Fig. 1: run 1, metal 1
The bar under the picture is 20 um long. Supply wires on this layer in grey.
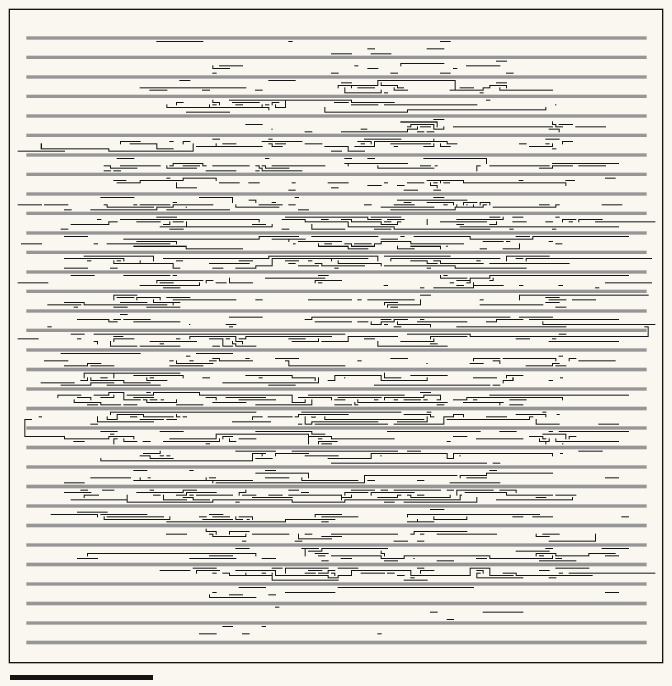
Fig. 2: run 1, met2 routing
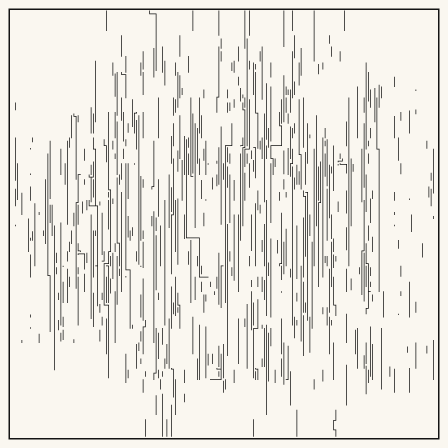
Fig. 3: run 1, met3 routing
The bar under the picture is 20 um long. Cells faint in the background.
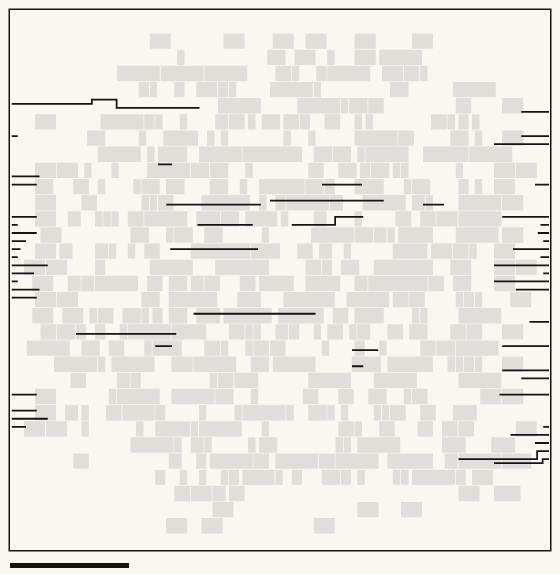
$ cat config.mk
export PLATFORM = sky130hd
export DESIGN_NAME = ascon_share_encoder
export DESIGN_NICKNAME = d
export VERILOG_FILES = /design/src/rtl/ascon_mask_pkg.sv /design/src/rtl/mask_lfsr32.sv /design/src/rtl/ascon_share_encoder.sv
export SDC_FILE = /design/constraint.sdc
export NUM_CORES = 1
export LEC_CHECK = 0
export CAP_MARGIN = 15
export CELL_PAD_IN_SITES_DETAIL_PLACEMENT = 0
export CELL_PAD_IN_SITES_GLOBAL_PLACEMENT = 1
export CORE_MARGIN = 2
export CORE_UTILIZATION = 33
export DETAILED_ROUTE_END_ITERATION = 7
export PLACE_DENSITY_LB_ADDON = 0.25
export REMOVE_ABC_BUFFERS = 1
export SYNTH_ARGS = -nofsm -noshare
export SYNTH_HDL_FRONTEND = slang
export SYNTH_SLANG_ARGS = --single-unit
$ cat constraint.sdc
create_clock -name clk -period 1.75 [get_ports clk]
set_clock_uncertainty 0.05 [all_clocks]
set_input_delay 0.4375 -clock clk [delete_from_list [all_inputs] [get_ports clk]]
set_output_delay 0.4375 -clock clk [all_outputs]
set_load 0.005 [all_outputs]
$ cat src/rtl/ascon_mask_pkg.sv
// Shared constants, FSM state type and LFSR step for the Ascon share encoder.
package ascon_mask_pkg;
  localparam int WIDTH_SBOX  = 5;
  localparam int ZWIDTH_SBOX = 5;
  localparam logic [31:0] LFSR_POLY     = 32'h8020_0003;
  localparam logic [31:0] LFSR_ZERO_SUB = 32'h0000_0001;

  typedef enum logic {UNSEEDED, RUN} enc_state_t;

  function automatic logic [31:0] lfsr_step(input logic [31:0] s);
    return {1'b0, s[31:1]} ^ (s[0] ? LFSR_POLY : 32'h0);
  endfunction
endpackage

$ cat src/rtl/mask_lfsr32.sv
// Seeded 32-bit Galois LFSR (x^32 + x^22 + x^2 + x + 1) advancing STEPS steps per enable.
module mask_lfsr32
  import ascon_mask_pkg::*;
#(
  parameter int STEPS = 10
) (
  input  logic        clk,
  input  logic        rst,
  input  logic        load,
  input  logic [31:0] seed,
  input  logic        advance,
  output logic [31:0] state
);
  logic [31:0] nxt;

  always_comb begin
    nxt = state;
    for (int i = 0; i < STEPS; i++) begin
      nxt = lfsr_step(nxt);
    end
  end

  // The all-zero state is a fixed point, so a zero seed is substituted.
  always_ff @(posedge clk) begin
    if (rst) begin
      state <= LFSR_ZERO_SUB;
    end else if (load) begin
      state <= (seed == 32'h0) ? LFSR_ZERO_SUB : seed;
    end else if (advance) begin
      state <= nxt;
    end
  end
endmodule

$ cat src/rtl/ascon_share_encoder.sv
// Splits an unmasked S-box column into two Boolean shares plus fresh DOM randomness.
// One registered valid/ready stage; seed loads take priority over data acceptance.
module ascon_share_encoder
  import ascon_mask_pkg::*;
#(
  parameter int WIDTH  = WIDTH_SBOX,
  parameter int ZWIDTH = ZWIDTH_SBOX,
  parameter int LFSR_W = 32
) (
  input  logic              clk,
  input  logic              rst,
  input  logic              seed_valid,
  input  logic [LFSR_W-1:0] seed,
  input  logic              in_valid,
  output logic              in_ready,
  input  logic [WIDTH-1:0]  in_data,
  output logic              out_valid,
  input  logic              out_ready,
  output logic [WIDTH-1:0]  out_sa,
  output logic [WIDTH-1:0]  out_sb,
  output logic [ZWIDTH-1:0] out_z,
  output logic              seeded
);
  enc_state_t        state;
  logic [LFSR_W-1:0] lfsr;
  logic [WIDTH-1:0]  mask;
  logic [ZWIDTH-1:0] zbits;
  logic              xfer;
  logic              unused_lfsr_hi;

  assign in_ready = (state == RUN) && !seed_valid && (!out_valid || out_ready);
  assign xfer     = in_valid && in_ready;
  assign mask     = lfsr[WIDTH-1:0];
  assign zbits    = lfsr[WIDTH+ZWIDTH-1:WIDTH];
  assign unused_lfsr_hi = ^lfsr[LFSR_W-1:WIDTH+ZWIDTH];

  // Advancing by the full consumed bit count guarantees no randomness bit is reused.
  mask_lfsr32 #(
    .STEPS(WIDTH + ZWIDTH)
  ) u_lfsr (
    .clk    (clk),
    .rst    (rst),
    .load   (seed_valid),
    .seed   (seed),
    .advance(xfer),
    .state  (lfsr)
  );

  always_ff @(posedge clk) begin
    if (rst) begin
      state  <= UNSEEDED;
      seeded <= 1'b0;
    end else if (seed_valid) begin
      state  <= RUN;
      seeded <= 1'b1;
    end
  end

  // in_data is only ever stored XORed with the mask.
  always_ff @(posedge clk) begin
    if (rst) begin
      out_valid <= 1'b0;
      out_sa    <= '0;
      out_sb    <= '0;
      out_z     <= '0;
    end else if (xfer) begin
      out_valid <= 1'b1;
      out_sa    <= in_data ^ mask;
      out_sb    <= mask;
      out_z     <= zbits;
    end else if (out_ready) begin
      out_valid <= 1'b0;
    end
  end
endmodule

==> results.sh, run 1 <==
# yosys + openroad results
export IMPL_placed_cells=474
export IMPL_combinationalPowerShare=0.362
export IMPL_top_area_frac=0.3934
export IMPL_seq_cell_count=49
export IMPL_post_route_util=0.5153
export IMPL_largest_cell_class="combinational gates"
export IMPL_top_cell="nand2_1"
export IMPL_warnings=27
export IMPL_status="finished with violations"
export IMPL_fin_area_um2=3757
export IMPL_p_leak_uw=0.001438
export IMPL_cap_violations=0
export IMPL_logic_area_um2=1483
export IMPL_p_sw_uw=890.4
export IMPL_clock_fmax_ghz=0.5288
export IMPL_syn_to_final_growth_pct=50.68
export IMPL_met3_length_um=343
export IMPL_htree_levels=2
export IMPL_ys_cells=295
export IMPL_violations="negative setup slack"
export IMPL_grt_max_degree=39
export IMPL_ys_types=39
export IMPL_top_logic_kind="simple AND/OR/NAND/NOR gates"
export IMPL_met1Wirelength_um=3486
export IMPL_required_ns=1.91
export IMPL_top_cells_by_area="dfxtp_1 39%, nand2_1 9.8%, xnor2_1 7.0%"
export IMPL_final_clk_cell_share=0.02564
export IMPL_ys_sh_simple=0.2027
export IMPL_initCoreUtil=0.3420
export IMPL_reg2reg_slack_ns=-0.14
export IMPL_core_area_um2=7292
export IMPL_worst_slew_pin_slew_ns=0.4157
export IMPL_first_iter_violations=87
export IMPL_pwr_share_seq=0.406
export IMPL_dp_hpwl_um=5196
export IMPL_place_area_um2=3468
export IMPL_first_pass_iters=4
export IMPL_crit_path_max_fanout=3
export IMPL_cp_endpoint="u_lfsr.state[18]"
export IMPL_finalSetupViolations=8
export IMPL_cellPowerDensity_nw_per_um2=809.3
export IMPL_synth_adder_area_share=0
export IMPL_design_power_total_uw=3041
export IMPL_period_needed_ns=1.891
export IMPL_nNonClkBuffers=112
export IMPL_n_all_inverters=3
export IMPL_buf_share=0.2811
export IMPL_synth_area_leader_cell="dfxtp_1"
export IMPL_cts_resized_gates=17
export IMPL_ys_seq_share=0.3934
export IMPL_cts_buffers=5
export IMPL_holdPathEnd="out_valid"
export IMPL_layout_setup_ws_ns=-0.1412
export IMPL_final_max_slew_violation_count=0
export IMPL_post_cts_buffers=3
Notes on Fig. 1 above:
nets with wire on the layer: 382
longest straight run: 35.0 um
wire length on this layer: 3490 um
main direction: horizontal
Total Wirelength: 7249 um
via count: 2388

Notes on Fig. 2 above:
share of all routed wire: 46%
main direction: vertical
GR met2 Demand/Resource: 0.2938

Notes on Fig. 3 above:
main direction: horizontal
nets with wire on the layer: 51
wire length on this layer: 344 um
longest straight run: 20.2 um
Global Route met3 Usage: 0.03071

[run 1: placed cells by master, fill, tap and decap left out, types with 5 or more instances in the layout]
cell type and instances:
xnor2_1 17, buf_4 45, a21oi_1 20, o211ai_1 6
dfxtp_1 44, clkbuf_8 6, dfxtp_2 5, or3_1 5
buf_6 5, nand2_1 65, clkdlybuf4s50_1 56, nor4_1 8
a211oi_1 5, a311oi_1 11, nor2_1 31
[run 1: registers in the layout, indices dropped and copies added (netlist names)]
signal	cells
out_sa	5
out_sb	5
out_valid	1
out_z	5
state	1
u_lfsr.state	32
[run 1: critical path: stages, from the launching register on]
cell and delay (ns):
dfxtp_2 0.33, xnor3_2 0.44, buf_6 0.15, xnor2_4 0.20
buf_6 0.14, xor2_4 0.21, xnor2_1 0.10, o21a_1 0.16
## Run 2: what changed since run 1
--- a/config.mk
+++ b/config.mk
@@ -5,11 +5,11 @@
 export SDC_FILE = /design/constraint.sdc
 export NUM_CORES = 1
 export LEC_CHECK = 0
-export CAP_MARGIN = 15
+export CAP_MARGIN = 30
 export CELL_PAD_IN_SITES_DETAIL_PLACEMENT = 0
 export CELL_PAD_IN_SITES_GLOBAL_PLACEMENT = 1
 export CORE_MARGIN = 2
-export CORE_UTILIZATION = 33
+export CORE_UTILIZATION = 39
 export DETAILED_ROUTE_END_ITERATION = 7
 export PLACE_DENSITY_LB_ADDON = 0.25
 export REMOVE_ABC_BUFFERS = 1
==> constraint.sdc (replaced) <==
create_clock -name clk -period 2.3 [get_ports clk]
set_clock_uncertainty 0.05 [all_clocks]
set_input_delay 0.575 -clock clk [delete_from_list [all_inputs] [get_ports clk]]
set_output_delay 0.575 -clock clk [all_outputs]
set_load 0.005 [all_outputs]
==> results.sh, run 2 <==
# yosys + openroad results
export IMPL_final_max_slew_violation_count=0
export IMPL_htree_levels=2
export IMPL_crit_path_max_incr_delay_ns=0.50
export IMPL_logic_area_um2=1379
export IMPL_largest_cell_class="combinational gates"
export IMPL_status="complete, no violations"
export IMPL_ys_cells=295
export IMPL_clock_fmax_ghz=0.4612
export IMPL_seqCellArea_um2=980.9
export IMPL_warnings=25
export IMPL_top_logic_kind="simple AND/OR/NAND/NOR gates"
export IMPL_core_area_um2=6277
export IMPL_cts_buffers=5
export IMPL_startpoint="seed_valid"
export IMPL_fin_cells=428
export IMPL_path_clk_slew_ns=0.09
export IMPL_ys_types=39
export IMPL_synth_area_leader_cell="dfxtp_1"
export IMPL_cts_tree="built"
export IMPL_ys_seq_share=0.3934
export IMPL_pre_cts_slack_ns=-0.1312
export IMPL_design_power_total_uw=2067
export IMPL_crit_slowest_cell="clkdlybuf4s50_1"
export IMPL_n_all_inverters=3
export IMPL_grt_max_degree=44
export IMPL_top_area_frac=0.3934
export IMPL_period_needed_ns=2.168
export IMPL_cap_violations=0
export IMPL_nNonClkBuffers=74
export IMPL_synth_adder_area_share=0
export IMPL_largest_reg_flops=32
export IMPL_initCoreUtil=0.3972
export IMPL_first_iter_violations=128
export IMPL_max_flop_register="u_lfsr.state"
export IMPL_seq_cell_count=49
export IMPL_combinationalPowerShare=0.293
export IMPL_p_leak_uw=0.001191
export IMPL_final_clk_cell_share=0.02659
export IMPL_layout_setup_ws_ns=0.1318
export IMPL_ys_sh_simple=0.2027
export IMPL_fin_area_um2=3294
export IMPL_worst_slew_pin_slew_ns=0.4626
export IMPL_layout_top_cells="65 x nand2_1, 58 x clkdlybuf4s50_1, 49 x dfxtp_1"
export IMPL_reg2reg_slack_ns=0.40
export IMPL_cp_endpoint="in_ready"
export IMPL_met3_length_um=301
export IMPL_comb_share=0.4185
export IMPL_pwr_share_seq=0.454
export IMPL_final_common_cell="nand2_1"
export IMPL_first_pass_iters=4
export IMPL_top_cell="nand2_1"
export IMPL_cts_buffer_depth=2
export IMPL_io_pins=60
export IMPL_met1Wirelength_um=3047
export IMPL_crit_path_max_fanout=2
export IMPL_crit_chain="clkdlybuf4s50_1 > inv_1 > and3_1 > dlygate4sd2_1"
export IMPL_seq_share=0.2978
export IMPL_cellPowerDensity_nw_per_um2=627.4
export IMPL_critPathTopFamily="buffers and inverters"
export IMPL_place_area_um2=3201
export IMPL_finalSetupViolations=0
export IMPL_dp_hpwl_um=4283
export IMPL_path_buffers=3
export IMPL_grt_met3_usage=0.03561
export IMPL_yosys_stat_area_um2=2494
export IMPL_cp_depth=4
export IMPL_placed_cells=420
export IMPL_dieWidth_um=83.96
export IMPL_post_route_util=0.5248
export IMPL_required_ns=1.67
export IMPL_p_sw_uw=611.9
export IMPL_holdPathEnd="out_z[2]"
run 2: cell counts after synthesis:
Identical to the previous run, type by type.
run 2: logic make-up (layout without fill, tap and decap cells):
group           after synthesis  count (layout)
simple gates                120             120
compound gates               61              61
flops                        49              49
xor+xnor                     36              36
buf+inv                      29              85
run 2: power by group through the flow:
stage / logic, uW / registers (uW) / clock network, uW
floorplan: 393 / 957 / 0
global placement: 602 / 958 / 0
detailed placement: 601 / 959 / 0
CTS: 608 / 940 / 539
global route: 668 / 947 / 577
finish: 605 / 939 / 523
run 2: repair_timing:
| action | 4_1_cts | 5_1_grt |
|---|---|---|
| buffers inserted | 0 | 0 |
| endpoints found under the setup margin | 1 | 0 |
| hold buffers | 0 | 0 |
| resized | 2 | 0 |
Fig. 4: run 2, met2 routing
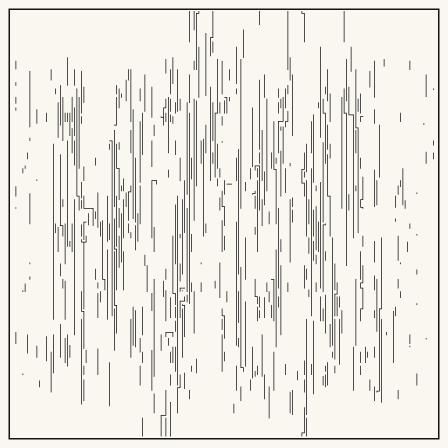
longest straight run: 37.4 um
nets with wire on the layer: 314
wire length on this layer: 2750 um
Total Wirelength: 6158 um
via count: 2203
GR met2 Demand/Resource: 0.2873

Fig. 5: run 2, metal 1
The bar under the picture is 20 um long. Supply wires on this layer in grey.
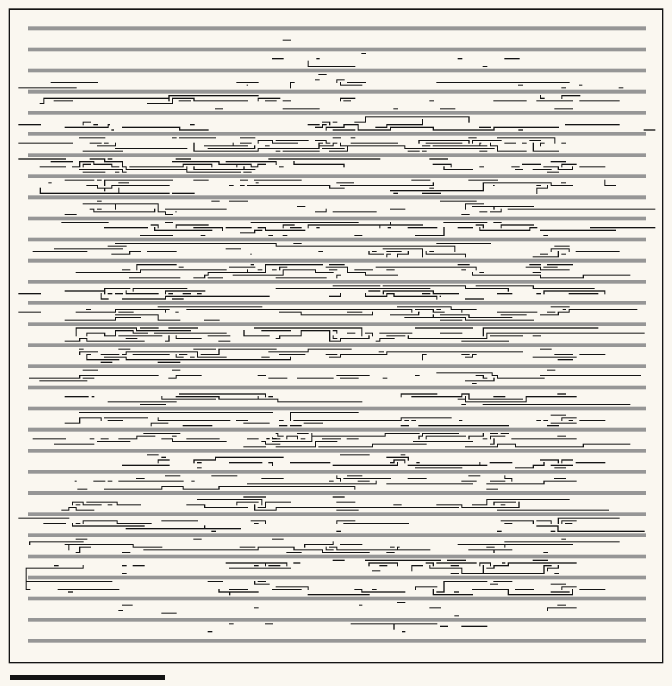
main direction: horizontal
wire length on this layer: 3050 um
nets with wire on the layer: 335
met1 Use GR: 0.2588

Power figures rest on the tool's default switching activity, not on a simulated workload.
